==> config.mk <==
export PLATFORM = sky130hd
export DESIGN_NAME = uart_tx_cfg_flat
export DESIGN_NICKNAME = d
export VERILOG_FILES = /design/src/rtl/uart_tx_cfg_pkg.sv /design/src/rtl/uart_tx_cfg_if.sv /design/src/rtl/uart_tx_cfg_fifo.sv /design/src/rtl/uart_tx_cfg.sv /design/src/flat_wrapper.sv
export SDC_FILE = /design/constraint.sdc
export NUM_CORES = 1
export LEC_CHECK = 0
export CAP_MARGIN = 10
export CORE_MARGIN = 2
export CORE_UTILIZATION = 44
export CTS_CLUSTER_DIAMETER = 200
export DETAILED_ROUTE_END_ITERATION = 6
export GPL_ROUTABILITY_DRIVEN = 0
export PLACE_DENSITY = 0.62
export SYNTH_ARGS = -nofsm -noshare
export SYNTH_HDL_FRONTEND = slang
export SYNTH_SLANG_ARGS = --single-unit
==> constraint.sdc <==
create_clock -name clk -period 5.4 [get_ports clk]
set_input_delay 0.54 -clock clk [delete_from_list [all_inputs] [get_ports clk]]
set_output_delay 0.54 -clock clk [all_outputs]
set_load 0.01 [all_outputs]
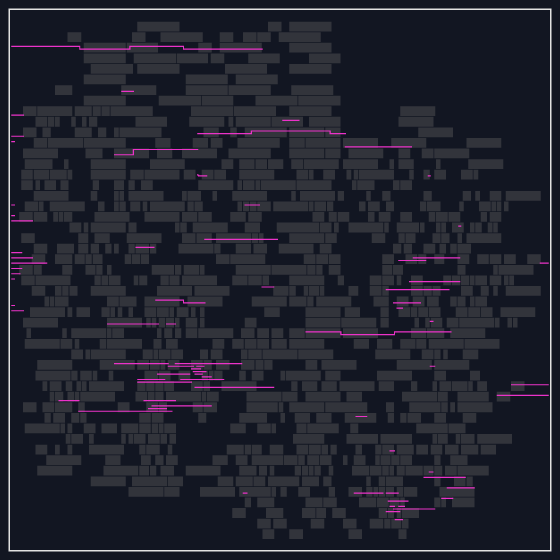
**Above:** M3 wires.
nets with wire on the layer = 56
main direction = horizontal
wire length on this layer = 599 um
total wire length: 17690 um
M3 GR Usage: 3.729%
routed vias: 5791

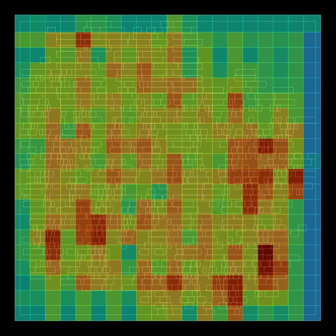
**Above:** routing congestion.
global routing's busiest layer: met2
Tot GR Track Use: 19.48%
met1 Use GR: 26.16%

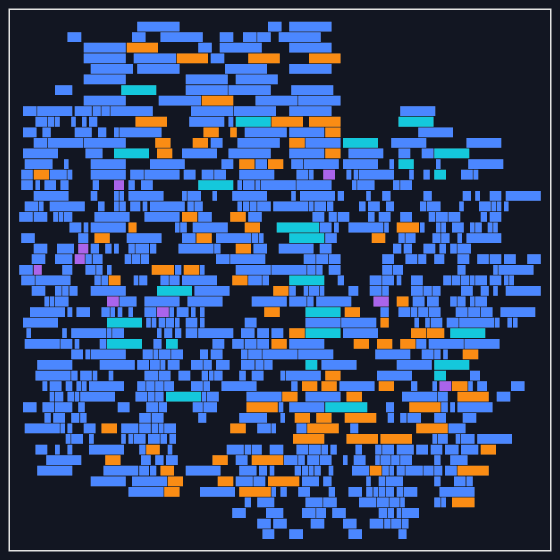
**Above:** sizing map.
orange -> x2  # cells 79, share 10%
blue -> x1 and smaller  # cells 663, share 86%
purple -> x3 and x4  # cells 9, share 1.2%
cyan -> x6 and larger  # cells 24, share 3.1%
non-clock buffer total of the final layout: 42
final instance area: 9146 um^2

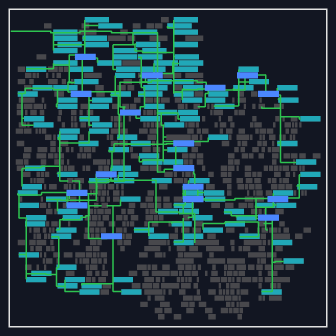
**Above:** clock wires, drivers and flops.
blue -> clock-net drivers  # count 17
cyan -> flip-flops  # count 132
green -> clock wires  # length 1790 um
flops lie = widely spread
routed clock nets = 18
Clk pwr share: 25.3%
Clk power: 1.15 mW

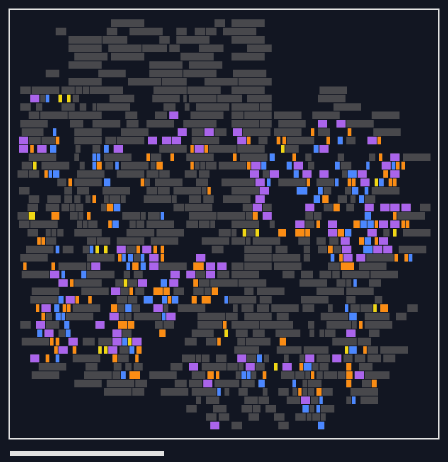
**Above:** logic cells by family.
Bar = 50 um.
blue -> nand cells  # cells 84
orange -> nor cells  # cells 113
yellow -> inv cells  # cells 19
purple -> xor and xnor cells  # cells 94
fraction of area in multi-input gates: 47.31%
highest-count logic cell in the final layout: dfrtp_1
final cell count without fillers: 1004

==> ci_impl_report.md <==
### Metrics collected by this job

| Metric | Value |
|---|---|
| Critical Path Start Type | flop |
| CP peak stage delay | between 0.6 and 0.7 ns |
| CTS tree | built |
| Avg WL per Cell | 17.62 um |
| R2R Setup Slk | 1.05 ns |
| FP Rows | 49 |
| Number of clock buffers inserted by TritonCTS | 17 |
| Element type at the critical path end | output port |
| Hold_buf cts | 0 |
| Most frequent cell after synthesis | dfrtp_1 |
| Status | finished clean |
| H-tree levels | 4 |
| Tightest Pin Transition | about 1 ns |
| Maximum Capacitance Violations | 0 |
| Top Ports | around 40 |
| Largest net degree at the start of global routing | 61 |
| Share of layout cells above drive strength 1 | 14.45% |
| Root buf cell | clkbuf_16 |
| WP data required | between 4 and 5 ns |
| Yosys Chip Area | 8008 um^2 |
| DRT Pass-1 Iters | 5 |
| Most common flop cell mapped by yosys | dfrtp_1 |
| Fin crit share | 82.89% |
| Fin worst setup slack | 0.9241 ns |
| Core area | about 18000 um^2 |
| Leading area contributor after synthesis | dfrtp_1 |
| IO Port Bufs | 39 |
| Met1 WL | 8209 um |
| Post-Place Worst Slack | around 1.1 ns |
| Pleak | 3.632 nW |
| PwrDens | 496.2 nW/um^2 |
| Net Count, Synth | approximately 800 |
| CP Max Fanout | 9 |
| Total power | 4.538 mW |
| Via/cell ratio | just under 6 |
| CP Depth | 8 |
| Post-CTS Repair Setup Buffers | 0 |
| Count of cell types in the netlist | 69 |
| Synth warn | 0 |
| Post-route ant nets | 0 |
| Die area | 19290 um^2 |
| Most instantiated logic cells after routing | dfrtp_1, nor2_1, xnor2_1, mux2_2, clkdlybuf4s50_1 |
| Final net count | 825 |
| Met3 WL post-DR | between 500 and 600 um |
| Initial DRC Count | 339 |
| Max reg flops | 32 |
| Die width | 138.9 um |
| Initial antenna violation count | 0 |
| Max frequency | 223.4 MHz |
| Flip-flops with a built-in enable | 32 |
| Worst-path clk slew | roughly 0.06 ns |
| DRC Markers | 0 |
| Remaining Overflow, GRT | 0 |
| Clock skew | between 0.01 and 0.015 ns |
| Max Slew Vio Count | 0 |
| Minimum clock period | approximately 4.5 ns |
| Clock Sinks | 132 |
| Fraction of registers with async set/reset | 75.76% |
| Top cells by area | dfrtp_1, edfxtp_1, mux2_2 |
| Worst Path Buf+Inv | 2 |
| Met2 WL | 8603 um |
| Unrepaired setup endpoints after global routing | false |
| Crit-path leading delay family | simple AND/OR/NAND/NOR gates |
| N_diodes | 0 |
| CP Class | flop to output port |
| First-pass GRT wire length | 30200 um |
| Mapped Avg Cell Area | around 11 um^2 |
| Final count of hold timing violations | 0 |
| Synth top cells by count | dfrtp_1, nor2_1, xnor2_1 |
| Clk latency late pin | 0.42 ns |
==> report_power, final <==
group	internal, mW	leakage [nW]	switching, mW
Combinational	0.884	1.79	0.766
Clock	0.688	0.286	0.458
Sequential	1.33	1.55	0.411
Total	2.90	3.63	1.64
==> cells by family after synthesis <==
kind of cell	Yosys count	share of synthesized area [%]
buffers and inverters	53	2.750
AOI/OAI and AO/OA	102	8.719
DFF	132	43.25
adders and majority gates	30	4.875
muxes	84	14.48
xor gates and xnor gates	94	10.28
and+or+nand+nor	240	15.64
==> cell type report <==
type	instances	area, um^2
multi-input cells	550	4327
clock buffers	19	432.9
fillers	1584	8756
inverters	19	73.82
clock inverters	13	150.1
well taps	229	286.5
flip-flops and latches	132	3463
repair buffers	42	412.9
Power and IR drop assume default switching activity.
